$ cat src/rtl/sha256_pkg.sv
// sha256_pkg: shared SHA-256 schedule constants, state type and small-sigma functions.
package sha256_pkg;
  localparam int BLOCK_WORDS = 16;
  localparam int NUM_ROUNDS = 64;
  typedef enum logic {LOAD, RUN} sched_state_e;
  function automatic logic [31:0] small_sigma0(input logic [31:0] x);
    return {x[6:0], x[31:7]} ^ {x[17:0], x[31:18]} ^ (x >> 3);
  endfunction
  function automatic logic [31:0] small_sigma1(input logic [31:0] x);
    return {x[16:0], x[31:17]} ^ {x[18:0], x[31:19]} ^ (x >> 10);
  endfunction
endpackage

$ cat src/rtl/sha256_sched_expand.sv
// sha256_sched_expand: combinational expansion producing the word shifted into win[15].
module sha256_sched_expand
  import sha256_pkg::*;
(
  input  logic [31:0] win0_i,
  input  logic [31:0] win1_i,
  input  logic [31:0] win9_i,
  input  logic [31:0] win14_i,
  output logic [31:0] win15_o
);
  assign win15_o = small_sigma1(win14_i) + win9_i + small_sigma0(win1_i) + win0_i;
endmodule

$ cat src/rtl/sha256_msg_schedule.sv
// sha256_msg_schedule: loads a 16-word block and streams W[0..NUM_ROUNDS-1] over valid/ready.
// Define SHA256_SCHED_IDX_EN to add the w_idx round-index output.
module sha256_msg_schedule #(
  parameter int NUM_ROUNDS = sha256_pkg::NUM_ROUNDS
) (
  input  logic        clk,
  input  logic        rst_n,
  input  logic        in_valid,
  output logic        in_ready,
  input  logic [31:0] in_data,
  output logic        w_valid,
  input  logic        w_ready,
  output logic [31:0] w_data,
  output logic        w_last
`ifdef SHA256_SCHED_IDX_EN
  ,
  output logic [5:0]  w_idx
`endif
);
  import sha256_pkg::*;
  sched_state_e state_q;
  logic [31:0] win_q [BLOCK_WORDS];
  logic [3:0]  load_cnt_q;
  logic [5:0]  round_cnt_q;
  logic [31:0] win15_d;
  sha256_sched_expand u_expand (
    .win0_i (win_q[0]),
    .win1_i (win_q[1]),
    .win9_i (win_q[9]),
    .win14_i(win_q[14]),
    .win15_o(win15_d)
  );
  assign in_ready = state_q == LOAD;
  assign w_valid  = state_q == RUN;
  assign w_data   = win_q[0];
  assign w_last   = w_valid && round_cnt_q == 6'(NUM_ROUNDS - 1);
`ifdef SHA256_SCHED_IDX_EN
  assign w_idx    = w_valid ? round_cnt_q : '0;
`endif
  always_ff @(posedge clk) begin
    if (!rst_n) begin
      state_q     <= LOAD;
      load_cnt_q  <= '0;
      round_cnt_q <= '0;
      for (int i = 0; i < BLOCK_WORDS; i++) win_q[i] <= '0;
    end else if (state_q == LOAD) begin
      if (in_valid) begin
        win_q[load_cnt_q] <= in_data;
        load_cnt_q        <= load_cnt_q + 4'd1;
        if (load_cnt_q == 4'(BLOCK_WORDS - 1)) begin
          state_q     <= RUN;
          round_cnt_q <= '0;
        end
      end
    end else if (w_ready) begin
      // expansion runs on every emitted word, even t<16, so the window stays in phase
      for (int i = 0; i < BLOCK_WORDS - 1; i++) win_q[i] <= win_q[i + 1];
      win_q[BLOCK_WORDS - 1] <= win15_d;
      round_cnt_q            <= round_cnt_q + 6'd1;
      if (w_last) state_q <= LOAD;
    end
  end
endmodule
$ cat config.mk
export PLATFORM = sky130hd
export DESIGN_NAME = sha256_msg_schedule
export DESIGN_NICKNAME = d
export VERILOG_FILES = /design/src/rtl/sha256_pkg.sv /design/src/rtl/sha256_sched_expand.sv /design/src/rtl/sha256_msg_schedule.sv
export SDC_FILE = /design/constraint.sdc
export NUM_CORES = 1
export LEC_CHECK = 0
export CAP_MARGIN = 10
export CELL_PAD_IN_SITES_DETAIL_PLACEMENT = 0
export CELL_PAD_IN_SITES_GLOBAL_PLACEMENT = 2
export CORE_MARGIN = 2
export CORE_UTILIZATION = 30
export DETAILED_ROUTE_END_ITERATION = 12
export PLACE_DENSITY_LB_ADDON = 0.25
export SETUP_SLACK_MARGIN = 0.02
export SLEW_MARGIN = 10
export SYNTH_ARGS = -nofsm -noshare
export SYNTH_HDL_FRONTEND = slang
export SYNTH_SLANG_ARGS = --single-unit
$ cat constraint.sdc
create_clock -name clk -period 5 [get_ports clk]
set_clock_uncertainty 0.05 [all_clocks]
set_input_delay 1 -clock clk [delete_from_list [all_inputs] [get_ports clk]]
set_output_delay 1 -clock clk [all_outputs]
set_load 0.02 [all_outputs]
==> run_1/congestion_map.png <==
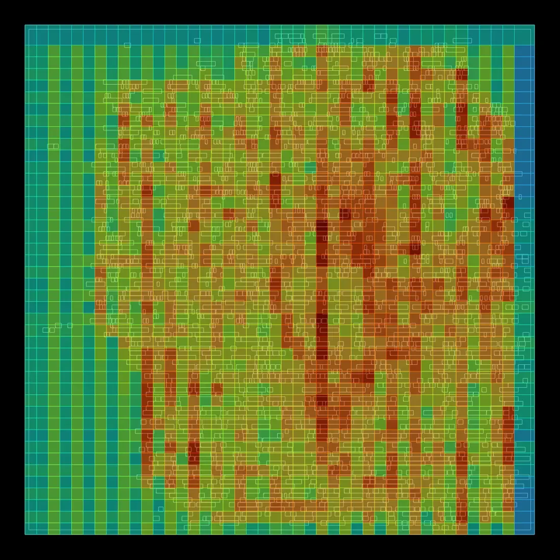
Wirelength per Cell: 28.4 µm
Final Util: 0.350
met2 usage: 0.362

==> run_1/class_map.png <==
The bar under the picture is 100 µm long.
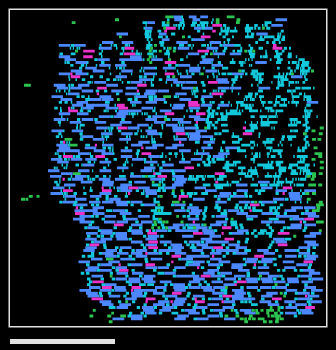
green -> remaining buffers and delay cells  # cells 152, share of their area 4.7%
magenta -> clock drivers and dummy loads  # cells 108, share of their area 6.5%
blue -> registers  # cells 523, share of their area 53%
cyan -> remaining logic cells  # cells 1540, share of their area 36%

==> flow_summary.toml, run 1 <==
# flow metrics
[routing]
antenna_left = 0
dr_wl_met2_um = 47700
drc = 0
first_iter_violations = 1698
routed_via_density = 5.22

[worst_hold_path]
hp-start = "round_cnt_q[0]"
hp-class = "reg2reg"
hold_depth = 2
hold-path-endpoint = "round_cnt_q[0]"

[critical_path]
endpoint = "win_q[15][29]"
critPathMaxFanout = 4
startpoint = "win_q[1][8]"
end_kind = "flip-flop"
crit_required_ps = 5330
critPathBufInv = 3
crit_arrival_ps = 5130
r2r-start = "win_q[1][8]"
reg2reg_depth = 16
critPathLaunchType = "flip-flop"
cp_slowest_cell = "edfxtp_1"
regToRegSetupSlack_ps = 200

[sta]
finalClockPeriodUsage = 0.959
setup_ws_ps = 204
rsz0062_at_grt = "no"
min_period_ps = 4800
holdWs_ps = 452
tightest_slew_ps = 1320
finalSetupViolations = 0

[pwr]
seqPwrFrac = 0.347
powerDensity_mw_per_mm2 = 528
comb_cell_power_mw = 6.20
combPwrFrac = 0.381
p_sw_frac = 0.379
switching_power_mw = 6.16
ir_drop_mv = 0.356
p_clk_frac = 0.271
power.leakage_nw = 11.2
clock_net_power_mw = 4.42
top_power_group = "combinational cells"

[finish]
fin_area_mm2 = 0.0308
bufAreaShareNonClock = 0.0447
comb_share = 0.321
seqCellArea_mm2 = 0.0156
antenna_cells = 0
nClkBuffers = 72
fillCellCount = 8732
num-nonclk-buffers = 152
largest_reg_flops = 512
lay_top_count = "edfxtp_1"
nNetsFinal = 2409
seq_area_frac = 0.506

[clock_network]
path_clk_slew_ps = 70
numCtsBuffers = 58
cts_tree = "done"
htree_levels = 2
cts_root_buf = "clkbuf_16"
cts_buffer_depth = 3
post_cts_resize_count = 1
cts_setup_buffers = 0

[floorplanning]
fp_util = 0.302
die_area_mm2 = 0.0910
die_w_um = 302
fp.dieH_um = 302
rows = 109
io_pins = 71
tapCellCount = 1165

[logic_synthesis]
ys_sh_simple = 0.0799
yosysMostFrequentCell = "edfxtp_1"
edf_count = 512
fa_ha_area_frac = 0.0636
area_leaders = "edfxtp_1 58%, a22o_1 11%, nand2_1 5.4%"
ys_top_logic_family = "AND-OR/OR-AND gates"
ys_seq_share = 0.587
flop_cell = "edfxtp_1"
syn_area_mm2 = 0.0266
ys_chip_area_mm2 = 0.0266
synthTopCellsByCount = "512 x edfxtp_1, 385 x nand2_1, 320 x a22o_1, 195 x o21ai_0, 157 x clkbuf_1"
ys.warnings.count = 0
largest_area_cell = "edfxtp_1"
yosys.area_share.aoi = 0.174

[grt]
grt_overflow = 0
grt_max_degree = 160
gr-usage-met3 = 0.0246
antenna_found_initial = 1
grt_first_pass_wirelength_um = 140000
top_usage_layer = "met2"
gr-usage-met1 = 0.300

[run_status]
status = "finished clean"

[placement]
postPlaceCellArea_mm2 = 0.0289
dp.cells = 3379
gp_congestion = 0.939
place.port_buffers = 70

[job]
openroad.warnings = 31
maxCapViolCount = 0
==> run_1/clock_wires.png <==
The bar under the picture is 100 µm long.
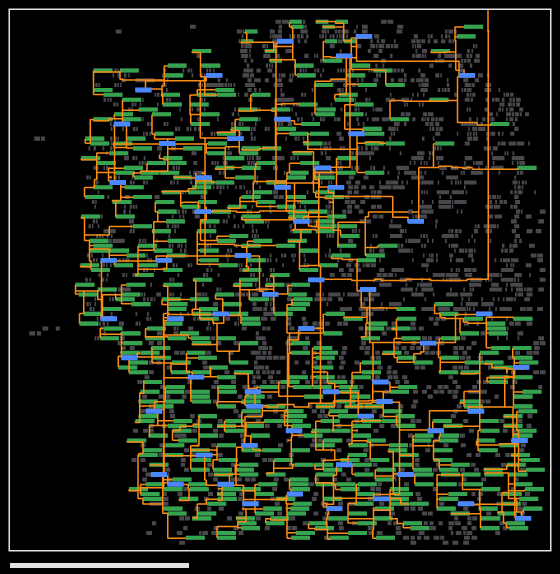
blue -> clock-net drivers  # count 58
green -> flip-flops  # count 523
orange -> clock wires  # length 7610 µm
routed clock nets = 59

==> run_1/gates.png <==
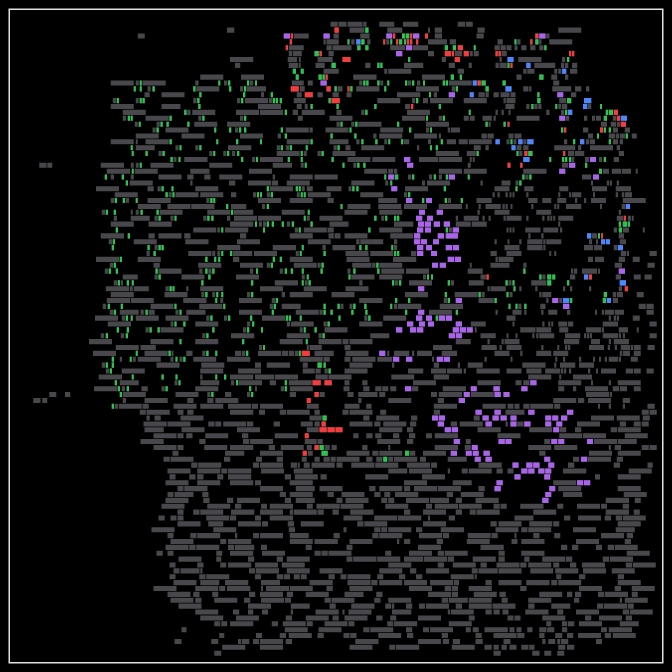
red -> nor cells  # cells 61, most used nor2_1
purple -> xor and xnor cells  # cells 139, most used xnor2_1
blue -> and/or cells  # cells 26, most used or3_1, where upper right
green -> nand cells  # cells 426, most used nand2_1

==> run 1 -> run 2 <==
- CTS_CLUSTER_SIZE: unset -> 14
==> run_2/gates.png <==
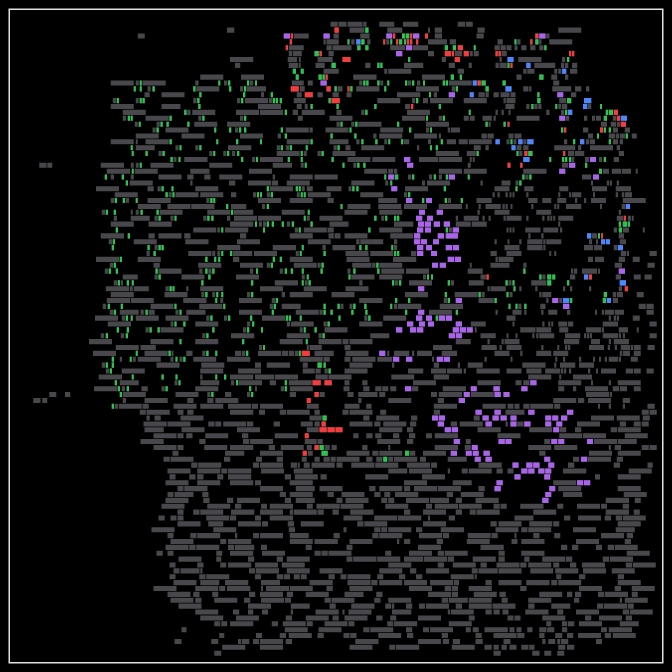
purple -> xor and xnor cells  # cells 139, most used xnor2_1
green -> nand cells  # cells 426, most used nand2_1
blue -> and/or cells  # cells 26, most used or3_1, where upper right
red -> nor cells  # cells 61, most used nor2_1

==> run 2 against run 1 <==
Effect of this change:
- global-route usage stayed put
- synthesized cell count unchanged
- critical endpoint unchanged
- first-iteration DRC count is the same
- utilization unchanged
- total power unchanged
- combinational power barely moved
- final cell count did not move
- largest cell class unchanged
==> flow_summary.toml, run 2 <==
# flow metrics
[run_status]
status = "finished clean"

[critical_path]
crit_required_ps = 5330
critPathLaunchType = "flip-flop"
reg2reg_depth = 16
endpoint = "win_q[15][29]"
r2r-start = "win_q[1][8]"
crit_arrival_ps = 5130
end_kind = "flip-flop"
critPathMaxFanout = 4
critPathBufInv = 3
startpoint = "win_q[1][8]"

[clock_network]
htree_levels = 2
cts_tree = "done"
cts_setup_buffers = 0
post_cts_resize_count = 1
cts_buffer_depth = 3
numCtsBuffers = 58
path_clk_slew_ps = 70
cts_root_buf = "clkbuf_16"

[grt]
gr-usage-met3 = 0.0246
grt_overflow = 0
grt_max_degree = 160
grt_first_pass_wirelength_um = 140000
antenna_found_initial = 1

[placement]
place.port_buffers = 70
postPlaceCellArea_mm2 = 0.0289
dp.cells = 3379

[logic_synthesis]
ys_sh_simple = 0.0799
yosys.area_share.aoi = 0.174
ys_top_logic_family = "AND-OR/OR-AND gates"
syn_area_mm2 = 0.0266
largest_area_cell = "edfxtp_1"
top_area_frac = 0.578
flop_cell = "edfxtp_1"
ys.warnings.count = 0
synthTopCellsByCount = "512 x edfxtp_1, 385 x nand2_1, 320 x a22o_1, 195 x o21ai_0, 157 x clkbuf_1"
ys_cells = 2259
yosysMostFrequentCell = "edfxtp_1"
edf_count = 512
ys_chip_area_mm2 = 0.0266

[finish]
largest_reg_flops = 512
nNetsFinal = 2409
fillCellCount = 8732
antenna_cells = 0
num-nonclk-buffers = 152
lay_top_count = "edfxtp_1"
final_cell_mix = "512 x edfxtp_1, 385 x nand2_1, 320 x a22o_1"
nClkBuffers = 72
bufAreaShareNonClock = 0.0447

[pwr]
seqPwrFrac = 0.347
p_sw_frac = 0.379
switching_power_mw = 6.16
ir_drop_mv = 0.356
p_clk_frac = 0.271
p_seq_mw = 5.65
power.leakage_nw = 11.2
p_int_mw = 10.1
comb_cell_power_mw = 6.20
powerDensity_mw_per_mm2 = 528

[routing]
drc = 0
first_iter_violations = 1698
dr_wl_met2_um = 47700
antenna_left = 0
wl_per_cell_um = 28.4
routed_via_density = 5.22

[floorplanning]
fp.dieH_um = 302
rows = 109
die_w_um = 302
io_pins = 71
tapCellCount = 1165
fp_util = 0.302
die_area_mm2 = 0.0910

[worst_hold_path]
hp-class = "reg2reg"
hold_depth = 2
hp-start = "round_cnt_q[0]"

[sta]
min_period_ps = 4800
tightest_slew_ps = 1320
holdWs_ps = 452
finalClockPeriodUsage = 0.959
rsz0062_at_grt = "no"
finalSetupViolations = 0

[job]
openroad.warnings = 31
maxCapViolCount = 0
==> run 2 -> run 3 <==
- CORE_MARGIN: 2 -> 8
==> run_3/congestion_map.png <==
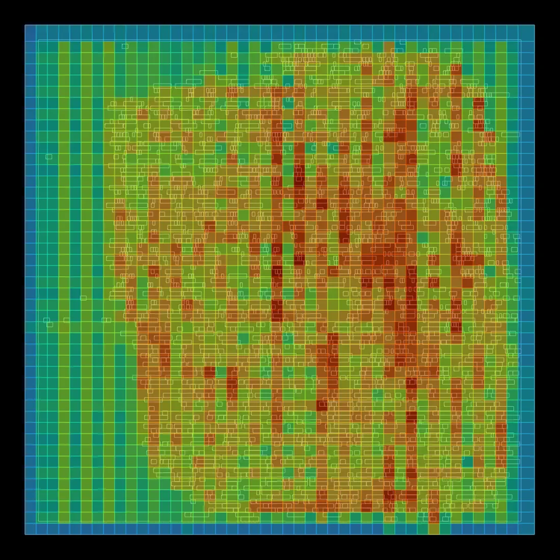
met2 usage: 0.314
grt met1 use: 0.271
gr usage total: 0.194
Wirelength per Cell: 28.2 µm
gr busiest metal: met2

==> run 3 against run 2 <==
Effect of this change:
- fmax up 3.1%
- count of clock-buffer cells in the layout down 4
- critical endpoint is now win_q[15][31]
- register-to-register slack better by 140 ps
- utilization down 0.095 points
- first-iteration DRC count down 2.5%
==> flow_summary.toml, run 3 <==
# flow metrics
[placement]
dp.cells = 3372
place.port_buffers = 70
postPlaceCellArea_mm2 = 0.0288
gp_congestion = 0.911
place_ws_ps = 166
dp_hpwl_um = 68000

[worst_hold_path]
hp-start = "round_cnt_q[1]"
hold_depth = 2
hp-class = "reg2reg"
hold-path-endpoint = "round_cnt_q[1]"

[finish]
lay_top_count = "edfxtp_1"
largest_class = "registers"
fin_area_mm2 = 0.0308
comb_share = 0.322
nClkBuffers = 68
antenna_cells = 0
seqCellArea_mm2 = 0.0156
final_cell_mix = "512 x edfxtp_1, 385 x nand2_1, 320 x a22o_1"
fillCellCount = 8725
num-nonclk-buffers = 147
fin_util = 0.349
bufAreaShareNonClock = 0.0446
seq_area_frac = 0.507
largest_reg_flops = 512
nNetsFinal = 2403
nMultiInputCombCells = 1386
flops = 523

[routing]
routed_via_density = 5.22
dr_wl_met2_um = 45800
antenna_left = 0
routed_wl_um = 98200
drc = 0
first_iter_violations = 1656
drt-met1-wl_um = 44500

[job]
openroad.warnings = 31
maxCapViolCount = 0

[clock_network]
htree_levels = 2
path_clk_slew_ps = 60
cts_setup_buffers = 0
cts_tree = "done"
post_cts_resize_count = 0
numCtsBuffers = 57
cts_buffer_depth = 3
cts_root_buf = "clkbuf_16"

[logic_synthesis]
ys_cells = 2259
edf_count = 512
largest_area_cell = "edfxtp_1"
yosysMostFrequentCell = "edfxtp_1"
xor_area_frac = 0.0458
ys.warnings.count = 0
ys_top_logic_family = "AND-OR/OR-AND gates"
ys_sh_simple = 0.0799
synthTopCellsByCount = "512 x edfxtp_1, 385 x nand2_1, 320 x a22o_1, 195 x o21ai_0, 157 x clkbuf_1"
top_area_frac = 0.578
fa_ha_area_frac = 0.0636
area_leaders = "edfxtp_1 58%, a22o_1 11%, nand2_1 5.4%"
syn_area_mm2 = 0.0266
flop_cell = "edfxtp_1"
ys_seq_share = 0.587
ys_chip_area_mm2 = 0.0266
yosys.area_share.aoi = 0.174

[sta]
tightest_slew_ps = 1200
fin_setup_tns_ps = 0
finalClockPeriodUsage = 0.930
holdWs_ps = 445
drv_slew = 0
min_period_ps = 4650
finalSetupViolations = 0
rsz0062_at_grt = "no"
setup_ws_ps = 349

[critical_path]
endpoint = "win_q[15][31]"
critPathBufInv = 2
crit_required_ps = 5280
critPathMaxFanout = 8
critPathLaunchType = "flip-flop"
crit_path_cell_trace = "xnor2_1, xnor2_1, fa_1, inv_1, fa_1, inv_1, ha_1, a21o_1, o21bai_1, a221oi_1, o21ai_0, nor3_1, xnor2_1, a21oi_1"
crit_cells = 14
crit_arrival_ps = 4930
end_kind = "flip-flop"
regToRegSetupSlack_ps = 350
reg2reg_depth = 14
r2r-start = "win_q[1][12]"
cp_slowest_cell = "edfxtp_1"
startpoint = "win_q[1][12]"
cp_common_cell = "xnor2_1"

[pwr]
top_power_group = "combinational cells"
switching_power_mw = 6.01
p_int_mw = 9.97
seqPwrFrac = 0.354
p_sw_frac = 0.376
combPwrFrac = 0.378
p_clk_frac = 0.268
p_seq_mw = 5.65
comb_cell_power_mw = 6.05
clock_net_power_mw = 4.28
ir_drop_mv = 0.451
power.leakage_nw = 11.2
powerDensity_mw_per_mm2 = 520

[grt]
grt_overflow = 0
antenna_found_initial = 0
gr-usage-met3 = 0.0273
grt_first_pass_wirelength_um = 139000
grt_max_degree = 136

[floorplanning]
rows = 109
fp_util = 0.302
core_mm2 = 0.0881
fp.dieH_um = 314
io_pins = 71
die_area_mm2 = 0.0984
tapCellCount = 1165
die_w_um = 314

[run_status]
status = "finished clean"
Power and IR drop assume default switching activity.
